$ cat config.mk
export PLATFORM = sky130hd
export DESIGN_NAME = control_unit
export DESIGN_NICKNAME = d
export VERILOG_FILES = /design/src/rtl/control_unit_pkg.sv /design/src/rtl/control_unit_opcode_decode.sv /design/src/rtl/control_unit.sv
export SDC_FILE = /design/constraint.sdc
export NUM_CORES = 1
export LEC_CHECK = 0
export CORE_MARGIN = 4
export CORE_UTILIZATION = 37
export CTS_CLUSTER_SIZE = 25
export DETAILED_ROUTE_END_ITERATION = 16
export GPL_TIMING_DRIVEN = 0
export PLACE_DENSITY = 0.85
export SETUP_SLACK_MARGIN = 0.15
export SYNTH_ARGS = -nofsm -noshare
export SYNTH_HDL_FRONTEND = slang
export SYNTH_SLANG_ARGS = --single-unit
export TNS_END_PERCENT = 100
$ cat constraint.sdc
create_clock -name Clock -period 4.6 [get_ports Clock]
set_clock_uncertainty 0.2 [all_clocks]
set_input_delay 0.92 -clock Clock [delete_from_list [all_inputs] [get_ports Clock]]
set_output_delay 0.92 -clock Clock [all_outputs]
set_load 0.01 [all_outputs]
$ cat src/rtl/control_unit_pkg.sv
// Mini SRC control sequencer: opcodes, states, class/ALU indices
// and the strobe bundle shared by the decoder and the sequencer.
package control_unit_pkg;

  localparam logic [4:0] OP_LD   = 5'd0;
  localparam logic [4:0] OP_LDI  = 5'd1;
  localparam logic [4:0] OP_ST   = 5'd2;
  localparam logic [4:0] OP_ADD  = 5'd3;
  localparam logic [4:0] OP_SUB  = 5'd4;
  localparam logic [4:0] OP_AND  = 5'd5;
  localparam logic [4:0] OP_OR   = 5'd6;
  localparam logic [4:0] OP_ROR  = 5'd7;
  localparam logic [4:0] OP_ROL  = 5'd8;
  localparam logic [4:0] OP_SHR  = 5'd9;
  localparam logic [4:0] OP_SHRA = 5'd10;
  localparam logic [4:0] OP_SHL  = 5'd11;
  localparam logic [4:0] OP_ADDI = 5'd12;
  localparam logic [4:0] OP_ANDI = 5'd13;
  localparam logic [4:0] OP_ORI  = 5'd14;
  localparam logic [4:0] OP_DIV  = 5'd15;
  localparam logic [4:0] OP_MUL  = 5'd16;
  localparam logic [4:0] OP_NEG  = 5'd17;
  localparam logic [4:0] OP_NOT  = 5'd18;
  localparam logic [4:0] OP_BR   = 5'd19;
  localparam logic [4:0] OP_JAL  = 5'd20;
  localparam logic [4:0] OP_JR   = 5'd21;
  localparam logic [4:0] OP_IN   = 5'd22;
  localparam logic [4:0] OP_OUT  = 5'd23;
  localparam logic [4:0] OP_MFHI = 5'd24;
  localparam logic [4:0] OP_MFLO = 5'd25;
  localparam logic [4:0] OP_NOP  = 5'd26;
  localparam logic [4:0] OP_HALT = 5'd27;

  typedef enum logic [3:0] {
    S_RESET = 4'd0,
    S_T0    = 4'd1,
    S_T1    = 4'd2,
    S_T2    = 4'd3,
    S_T3    = 4'd4,
    S_T4    = 4'd5,
    S_T5    = 4'd6,
    S_T6    = 4'd7,
    S_T7    = 4'd8,
    S_HALT  = 4'd9
  } state_e;

  localparam int C_ALUR   = 0;
  localparam int C_ALUI   = 1;
  localparam int C_MULDIV = 2;
  localparam int C_NEGNOT = 3;
  localparam int C_LD     = 4;
  localparam int C_LDI    = 5;
  localparam int C_ST     = 6;
  localparam int C_BR     = 7;
  localparam int C_JR     = 8;
  localparam int C_JAL    = 9;
  localparam int C_IN     = 10;
  localparam int C_OUT    = 11;
  localparam int C_MFHI   = 12;
  localparam int C_MFLO   = 13;
  localparam int C_NOP    = 14;
  localparam int C_HALT   = 15;
  localparam int NCLS     = 16;

  localparam int A_ADD  = 0;
  localparam int A_SUB  = 1;
  localparam int A_AND  = 2;
  localparam int A_OR   = 3;
  localparam int A_ROR  = 4;
  localparam int A_ROL  = 5;
  localparam int A_SHR  = 6;
  localparam int A_SHRA = 7;
  localparam int A_SHL  = 8;
  localparam int A_DIV  = 9;
  localparam int A_MUL  = 10;
  localparam int A_NEG  = 11;
  localparam int A_NOT  = 12;
  localparam int NALU   = 13;

  typedef struct packed {
    logic            run;
    logic            clear_sig;
    logic            rd;
    logic            wr;
    logic            out_port_in;
    logic [NALU-1:0] alu;
    logic            lo_in;
    logic            hi_in;
    logic            con_in;
    logic            pc_in;
    logic            ir_in;
    logic            y_in;
    logic            z_in;
    logic            mar_in;
    logic            mdr_in;
    logic            ra_in;
    logic            outport_out;
    logic            c_out;
    logic            ba_out;
    logic            hi_out;
    logic            lo_out;
    logic            zhigh_out;
    logic            zlow_out;
    logic            mdr_out;
    logic            pc_out;
    logic            r_out;
    logic            gra;
    logic            grb;
    logic            grc;
    logic            r_in;
    logic            inc_pc;
  } ctrl_t;

endpackage

$ cat src/rtl/control_unit_opcode_decode.sv
// Maps IR[31:27] to an instruction-class one-hot plus the ALU op
// that class uses; unassigned opcodes fall into the nop class.
module cu_opcode_decode
  import control_unit_pkg::*;
(
  input  logic [4:0]      op,
  output logic [NCLS-1:0] cls,
  output logic [NALU-1:0] alu
);

  always_comb begin
    cls = '0;
    alu = '0;
    unique case (op)
      OP_LD:   cls[C_LD] = 1'b1;
      OP_LDI:  cls[C_LDI] = 1'b1;
      OP_ST:   cls[C_ST] = 1'b1;
      OP_ADD:  begin cls[C_ALUR] = 1'b1; alu[A_ADD] = 1'b1; end
      OP_SUB:  begin cls[C_ALUR] = 1'b1; alu[A_SUB] = 1'b1; end
      OP_AND:  begin cls[C_ALUR] = 1'b1; alu[A_AND] = 1'b1; end
      OP_OR:   begin cls[C_ALUR] = 1'b1; alu[A_OR] = 1'b1; end
      OP_ROR:  begin cls[C_ALUR] = 1'b1; alu[A_ROR] = 1'b1; end
      OP_ROL:  begin cls[C_ALUR] = 1'b1; alu[A_ROL] = 1'b1; end
      OP_SHR:  begin cls[C_ALUR] = 1'b1; alu[A_SHR] = 1'b1; end
      OP_SHRA: begin cls[C_ALUR] = 1'b1; alu[A_SHRA] = 1'b1; end
      OP_SHL:  begin cls[C_ALUR] = 1'b1; alu[A_SHL] = 1'b1; end
      OP_ADDI: begin cls[C_ALUI] = 1'b1; alu[A_ADD] = 1'b1; end
      OP_ANDI: begin cls[C_ALUI] = 1'b1; alu[A_AND] = 1'b1; end
      OP_ORI:  begin cls[C_ALUI] = 1'b1; alu[A_OR] = 1'b1; end
      OP_DIV:  begin cls[C_MULDIV] = 1'b1; alu[A_DIV] = 1'b1; end
      OP_MUL:  begin cls[C_MULDIV] = 1'b1; alu[A_MUL] = 1'b1; end
      OP_NEG:  begin cls[C_NEGNOT] = 1'b1; alu[A_NEG] = 1'b1; end
      OP_NOT:  begin cls[C_NEGNOT] = 1'b1; alu[A_NOT] = 1'b1; end
      OP_BR:   cls[C_BR] = 1'b1;
      OP_JAL:  cls[C_JAL] = 1'b1;
      OP_JR:   cls[C_JR] = 1'b1;
      OP_IN:   cls[C_IN] = 1'b1;
      OP_OUT:  cls[C_OUT] = 1'b1;
      OP_MFHI: cls[C_MFHI] = 1'b1;
      OP_MFLO: cls[C_MFLO] = 1'b1;
      OP_HALT: cls[C_HALT] = 1'b1;
      default: cls[C_NOP] = 1'b1;
    endcase
  end

endmodule

$ cat src/rtl/control_unit.sv
// Mini SRC hardwired sequencer: fetch T0-T2, execute T3-T7, HALT.
// Define CU_STOP_EN to let Stop divert the end of an instruction to HALT.
module control_unit
  import control_unit_pkg::*;
(
  input  logic        Clock,
  input  logic        Reset,
  input  logic        Stop,
  input  logic        CON_FF,
  input  logic [31:0] IR,
  input  logic [1:0]  interrupt,
  output logic        Run,
  output logic        ClearSig,
  output logic        Read,
  output logic        Write,
  output logic        OutPortIn,
  output logic        ADD,
  output logic        SUB,
  output logic        AND,
  output logic        OR,
  output logic        ROR,
  output logic        ROL,
  output logic        SHR,
  output logic        SHRA,
  output logic        SHL,
  output logic        DIV,
  output logic        MUL,
  output logic        NEG,
  output logic        NOT,
  output logic        LOin,
  output logic        HIin,
  output logic        CONin,
  output logic        PCin,
  output logic        IRin,
  output logic        Yin,
  output logic        Zin,
  output logic        MARin,
  output logic        MDRin,
  output logic        RAin,
  output logic        OutPortOut,
  output logic        Cout,
  output logic        BAout,
  output logic        HIout,
  output logic        LOout,
  output logic        Zhighout,
  output logic        Zlowout,
  output logic        MDRout,
  output logic        PCout,
  output logic        Rout,
  output logic        Gra,
  output logic        Grb,
  output logic        Grc,
  output logic        Rin,
  output logic        IncPC
);

  state_e          state_q, state_d;
  logic [NCLS-1:0] cls;
  logic [NALU-1:0] alu;
  logic            is_last;
  logic            stop_req;
  ctrl_t           c;
  logic            unused_in;

  cu_opcode_decode u_dec (
    .op  (IR[31:27]),
    .cls (cls),
    .alu (alu)
  );

`ifdef CU_STOP_EN
  assign stop_req = Stop;
`else
  assign stop_req = 1'b0;
`endif

  assign unused_in = ^{interrupt, IR[26:0], Stop};

  always_comb begin
    is_last = 1'b0;
    unique case (state_q)
      S_T3: is_last = cls[C_JR] | cls[C_IN] | cls[C_OUT]
                    | cls[C_MFHI] | cls[C_MFLO] | cls[C_NOP];
      S_T4: is_last = cls[C_NEGNOT] | cls[C_JAL];
      S_T5: is_last = cls[C_ALUR] | cls[C_ALUI] | cls[C_LDI];
      S_T6: is_last = cls[C_MULDIV] | cls[C_BR];
      S_T7: is_last = 1'b1;
      default: ;
    endcase
  end

  always_comb begin
    state_d = state_q;
    unique case (state_q)
      S_RESET: state_d = stop_req ? S_HALT : S_T0;
      S_T0:    state_d = S_T1;
      S_T1:    state_d = S_T2;
      S_T2:    state_d = S_T3;
      S_T3:    state_d = cls[C_HALT] ? S_HALT : S_T4;
      S_T4:    state_d = S_T5;
      S_T5:    state_d = S_T6;
      S_T6:    state_d = S_T7;
      S_T7:    state_d = S_T0;
      S_HALT:  state_d = S_HALT;
      default: state_d = S_RESET;
    endcase
    if (is_last)
      state_d = stop_req ? S_HALT : S_T0;
  end

  always_ff @(posedge Clock) begin
    if (Reset) state_q <= S_RESET;
    else       state_q <= state_d;
  end

  // Strobes are decoded from the current state and IR.
  always_comb begin
    c = '0;
    unique case (state_q)
      S_RESET: c.clear_sig = 1'b1;
      S_T0: begin
        c.pc_out = 1'b1; c.mar_in = 1'b1; c.inc_pc = 1'b1;
      end
      S_T1: begin c.rd = 1'b1; c.mdr_in = 1'b1; end
      S_T2: begin c.mdr_out = 1'b1; c.ir_in = 1'b1; end
      S_T3: begin
        unique case (1'b1)
          cls[C_ALUR], cls[C_ALUI]: begin
            c.grb = 1'b1; c.r_out = 1'b1; c.y_in = 1'b1;
          end
          cls[C_MULDIV]: begin
            c.gra = 1'b1; c.r_out = 1'b1; c.y_in = 1'b1;
          end
          cls[C_NEGNOT]: begin
            c.grb = 1'b1; c.r_out = 1'b1; c.alu = alu; c.z_in = 1'b1;
          end
          cls[C_LD], cls[C_LDI], cls[C_ST]: begin
            c.grb = 1'b1; c.ba_out = 1'b1; c.y_in = 1'b1;
          end
          cls[C_BR]: begin
            c.gra = 1'b1; c.r_out = 1'b1; c.con_in = 1'b1;
          end
          cls[C_JR]: begin
            c.gra = 1'b1; c.r_out = 1'b1; c.pc_in = 1'b1;
          end
          cls[C_JAL]: begin c.pc_out = 1'b1; c.ra_in = 1'b1; end
          cls[C_IN]: begin
            c.outport_out = 1'b1; c.gra = 1'b1; c.r_in = 1'b1;
          end
          cls[C_OUT]: begin
            c.gra = 1'b1; c.r_out = 1'b1; c.out_port_in = 1'b1;
          end
          cls[C_MFHI]: begin
            c.hi_out = 1'b1; c.gra = 1'b1; c.r_in = 1'b1;
          end
          cls[C_MFLO]: begin
            c.lo_out = 1'b1; c.gra = 1'b1; c.r_in = 1'b1;
          end
          default: ;
        endcase
      end
      S_T4: begin
        unique case (1'b1)
          cls[C_ALUR]: begin
            c.grc = 1'b1; c.r_out = 1'b1; c.alu = alu; c.z_in = 1'b1;
          end
          cls[C_ALUI]: begin
            c.c_out = 1'b1; c.alu = alu; c.z_in = 1'b1;
          end
          cls[C_MULDIV]: begin
            c.grb = 1'b1; c.r_out = 1'b1; c.alu = alu; c.z_in = 1'b1;
          end
          cls[C_NEGNOT]: begin
            c.zlow_out = 1'b1; c.gra = 1'b1; c.r_in = 1'b1;
          end
          cls[C_LD], cls[C_LDI], cls[C_ST]: begin
            c.c_out = 1'b1; c.alu[A_ADD] = 1'b1; c.z_in = 1'b1;
          end
          cls[C_BR]: begin c.pc_out = 1'b1; c.y_in = 1'b1; end
          cls[C_JAL]: begin
            c.gra = 1'b1; c.r_out = 1'b1; c.pc_in = 1'b1;
          end
          default: ;
        endcase
      end
      S_T5: begin
        unique case (1'b1)
          cls[C_ALUR], cls[C_ALUI], cls[C_LDI]: begin
            c.zlow_out = 1'b1; c.gra = 1'b1; c.r_in = 1'b1;
          end
          cls[C_MULDIV]: begin c.zlow_out = 1'b1; c.lo_in = 1'b1; end
          cls[C_LD], cls[C_ST]: begin
            c.zlow_out = 1'b1; c.mar_in = 1'b1;
          end
          cls[C_BR]: begin
            c.c_out = 1'b1; c.alu[A_ADD] = 1'b1; c.z_in = 1'b1;
          end
          default: ;
        endcase
      end
      S_T6: begin
        unique case (1'b1)
          cls[C_MULDIV]: begin c.zhigh_out = 1'b1; c.hi_in = 1'b1; end
          cls[C_LD]: begin c.rd = 1'b1; c.mdr_in = 1'b1; end
          cls[C_ST]: begin
            c.gra = 1'b1; c.r_out = 1'b1; c.mdr_in = 1'b1;
          end
          cls[C_BR]: begin
            c.zlow_out = CON_FF; c.pc_in = CON_FF;
          end
          default: ;
        endcase
      end
      S_T7: begin
        unique case (1'b1)
          cls[C_LD]: begin
            c.mdr_out = 1'b1; c.gra = 1'b1; c.r_in = 1'b1;
          end
          cls[C_ST]: c.wr = 1'b1;
          default: ;
        endcase
      end
      default: ;
    endcase
    c.run = (state_q != S_HALT);
  end

  assign Run        = c.run;
  assign ClearSig   = c.clear_sig;
  assign Read       = c.rd;
  assign Write      = c.wr;
  assign OutPortIn  = c.out_port_in;
  assign ADD        = c.alu[A_ADD];
  assign SUB        = c.alu[A_SUB];
  assign AND        = c.alu[A_AND];
  assign OR         = c.alu[A_OR];
  assign ROR        = c.alu[A_ROR];
  assign ROL        = c.alu[A_ROL];
  assign SHR        = c.alu[A_SHR];
  assign SHRA       = c.alu[A_SHRA];
  assign SHL        = c.alu[A_SHL];
  assign DIV        = c.alu[A_DIV];
  assign MUL        = c.alu[A_MUL];
  assign NEG        = c.alu[A_NEG];
  assign NOT        = c.alu[A_NOT];
  assign LOin       = c.lo_in;
  assign HIin       = c.hi_in;
  assign CONin      = c.con_in;
  assign PCin       = c.pc_in;
  assign IRin       = c.ir_in;
  assign Yin        = c.y_in;
  assign Zin        = c.z_in;
  assign MARin      = c.mar_in;
  assign MDRin      = c.mdr_in;
  assign RAin       = c.ra_in;
  assign OutPortOut = c.outport_out;
  assign Cout       = c.c_out;
  assign BAout      = c.ba_out;
  assign HIout      = c.hi_out;
  assign LOout      = c.lo_out;
  assign Zhighout   = c.zhigh_out;
  assign Zlowout    = c.zlow_out;
  assign MDRout     = c.mdr_out;
  assign PCout      = c.pc_out;
  assign Rout       = c.r_out;
  assign Gra        = c.gra;
  assign Grb        = c.grb;
  assign Grc        = c.grc;
  assign Rin        = c.r_in;
  assign IncPC      = c.inc_pc;

endmodule

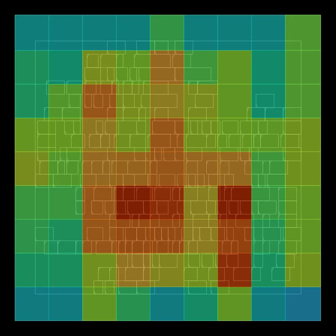
Fig. 1. Track usage over the die.
GRT met3 Usage: 5.58%
Most Used Layer, Global Route: met2
GRT Overall Usage: 20.2%

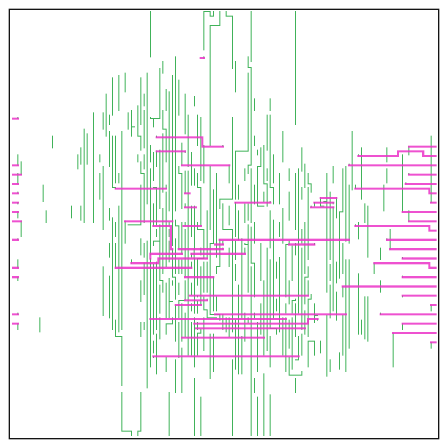
Fig. 2. Metal layers overlaid.
Only two layers are drawn.
| colour | layer | wire length |
|---|---|---|
| magenta | M3 | 415 µm |
| green | M2 | 1830 µm |

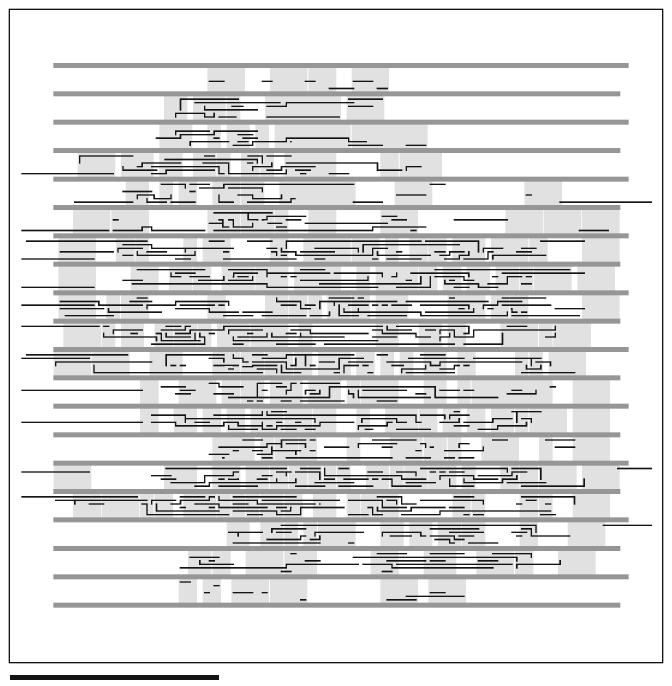
Fig. 3. Metal 1.
The bar under the picture is 20 µm long. Supply wires on this layer in grey. Cells faint in the background.
wire length on this layer: 1820 µm
nets with wire on the layer: 200
routed wire length: 4.14 mm
via count: 1560
GRT met1 Usage: 27.4%

==> impl_metrics.yaml <==
# implementation run metrics
worst_setup_path:
  cp_top_family: "buffers and inverters"
  rr_startpoint: "state_q[2]"
  arrival_ns: 3.20
  critPathSlowestCell: "clkdlybuf4s50_1"
  crit_path_frequent_cell: "clkdlybuf4s50_1"
  critPathLaunchType: "input pin"
  slowest_delay_ns: 0.60
  crit_buf_inv: 3
  worst-setup-path-type: "in -> out"
  crit_fanout: 10
  startpoint: "IR[29]"
  cp.required_ns: 3.48
  r2r_slack_ns: 2.69
  path_cells: "clkdlybuf4s50_1 -> clkbuf_1 -> nor2_1 -> a2bb2oi_1 -> o21ai_2 -> or3_1 -> clkdlybuf4s50_1"
  timing.rr.end: "state_q[1]"
  crit_path_end_kind: "output port"
  worstRegToRegCells: 4
final_timing:
  slew-limit-headroom_pct: 55.1
  setup-tns-final_ns: 0
  slew_violations: 0
  setup_ws_ns: 0.281
  fmax_mhz: 232
  hold_violations: 0
  rsz0062_at_grt: "no"
  tightest_slew_ns: 0.664
  finalClockPeriodUsage_pct: 93.9
  setup_viol: 0
clock_network:
  htree_levels: 1
  clockRootBuffer: "clkbuf_4"
  post_cts_resized: 0
  cts_tree: "built"
  cts_hold_buf: 0
  numCtsBuffers: 3
  postCtsSetupBuffers: 0
  clock_sinks: 4
  clock_latency_ns: 0.23
logic_synthesis:
  syn_area_um2: 1100
  most_common_cell: "nor2_1"
  synth.area.top_cells: "dfxtp_1 (7.3%), nor2_1 (6.8%), nor3_1 (6.4%), o21ai_0 (4.6%), nand2b_1 (4.0%)"
  ys_cells: 172
  ys_warn_count: 0
  ys_dominant_reg_cell: "dfxtp_1"
  ys_sh_adder_pct: 0
  synth_cells: 172
  ys_sh_aoi_pct: 30.1
  numSynthFlops: 4
  synthTopCellsByCount: "nor2_1 (20), nor3_1 (14), clkbuf_1 (11)"
  synth-edff-count: 0
  postSynthSeqShare_pct: 7.31
  synth_top_area_share_pct: 7.31
  mux_area_share_pct: 0.913
  fp_nets: 210
  async_reset_ff_share_pct: 0
  ys_chip_area_um2: 1100
  synth_area_per_cell_um2: 6.37
  synth_cell_type_count: 52
  ys_sh_simple_pct: 49.9
placed_design:
  place_inst: 249
  portBuffers: 46
  place_ws_ns: 0.351
  dp_hpwl_mm: 3.03
  gp_congestion: 0.971
power_and_ir_drop:
  maxPowerGroup: "combinational logic"
  powerSeq_mw: 0.0396
  clk-power_mw: 0.0433
  peakVddDrop_mv: 0.0771
  combinationalPowerShare_pct: 54.4
  p_comb_mw: 0.0989
  p_per_area_nw_per_um2: 112
  power_frac_seq_pct: 21.8
  switching_power_mw: 0.0741
  swShare_pct: 40.8
  internal_power_mw: 0.108
  power.total_mw: 0.182
floorplan:
  rows: 19
  tap_cells: 31
  ios: 81
  die_h_um: 62.4
  fp.dieW_um: 62.4
  core_um2: 2810
  chip_area_um2: 3900
final_layout:
  sh_seq_area_pct: 4.95
  clock_buffers: 3
  comb-cell-share_pct: 55.9
  regMostFlops: "state_q"
  clk_share_pct: 1.39
  largest_reg_flops: 4
  largest_cell_class: "logic gates"
  signal_buffers: 67
  fin_nets: 261
  drive_gt1_share_pct: 10.4
  logic_area_um2: 905
  reg_top3: "state_q (4)"
  inverters: 3
  fillers: 286
  nonClkBufAreaFrac_pct: 34.6
  flop-count: 4
  logic_gates: 144
grt:
  use_met2_pct: 30.5
  grt_start_max_net_pins: 11
  grt_pass1_vias: 1395
  grt_pass1_wl_mm: 6.64
  grt.overflow.total: 0
min_path:
  hold_class: "reg -> reg"
  min_path_cells: 3
job:
  warnings: 56
detailed_routing:
  drt_iter0_drc: 131
  vias_per_cell: 6.19
  wl_per_cell_um: 16.4
  dr.pass1.iters: 4
  ant_nets: 0
  drc: 0
status:
  status: "complete, no violations"
per-stage QoR:
step                util (%)  area (µm²)  hold slack, ns
floorplan                  -        1100           0.552
global placement        56.9        1600           0.640
CTS                     57.7        1620           0.672
global route            57.7        1620           0.715
finish                  57.7        1620           0.675
detailed placement      56.9        1600           0.651
cell usage in the layout (no fill, tap or decap), types with 4 or more instances in the layout:
master and count:
dfxtp_1 4, nor4_1 5, buf_2 8, o21ai_0 10, clkdlybuf4s50_1 46, a21oi_1 8, nand2b_1 7, and2_1 4
clkbuf_1 11, o22ai_1 6, nand2_1 10, nand3_1 5, nor3_1 14, a31oi_1 4, nor2_1 20
per-layer routing:
metal | up-vias | wire length (µm)
li1 | 746 | -
met1 | 705 | 1820
met2 | 99 | 1830
met3 | 10 | 415
met4 | 0 | 74
met5 | - | 0
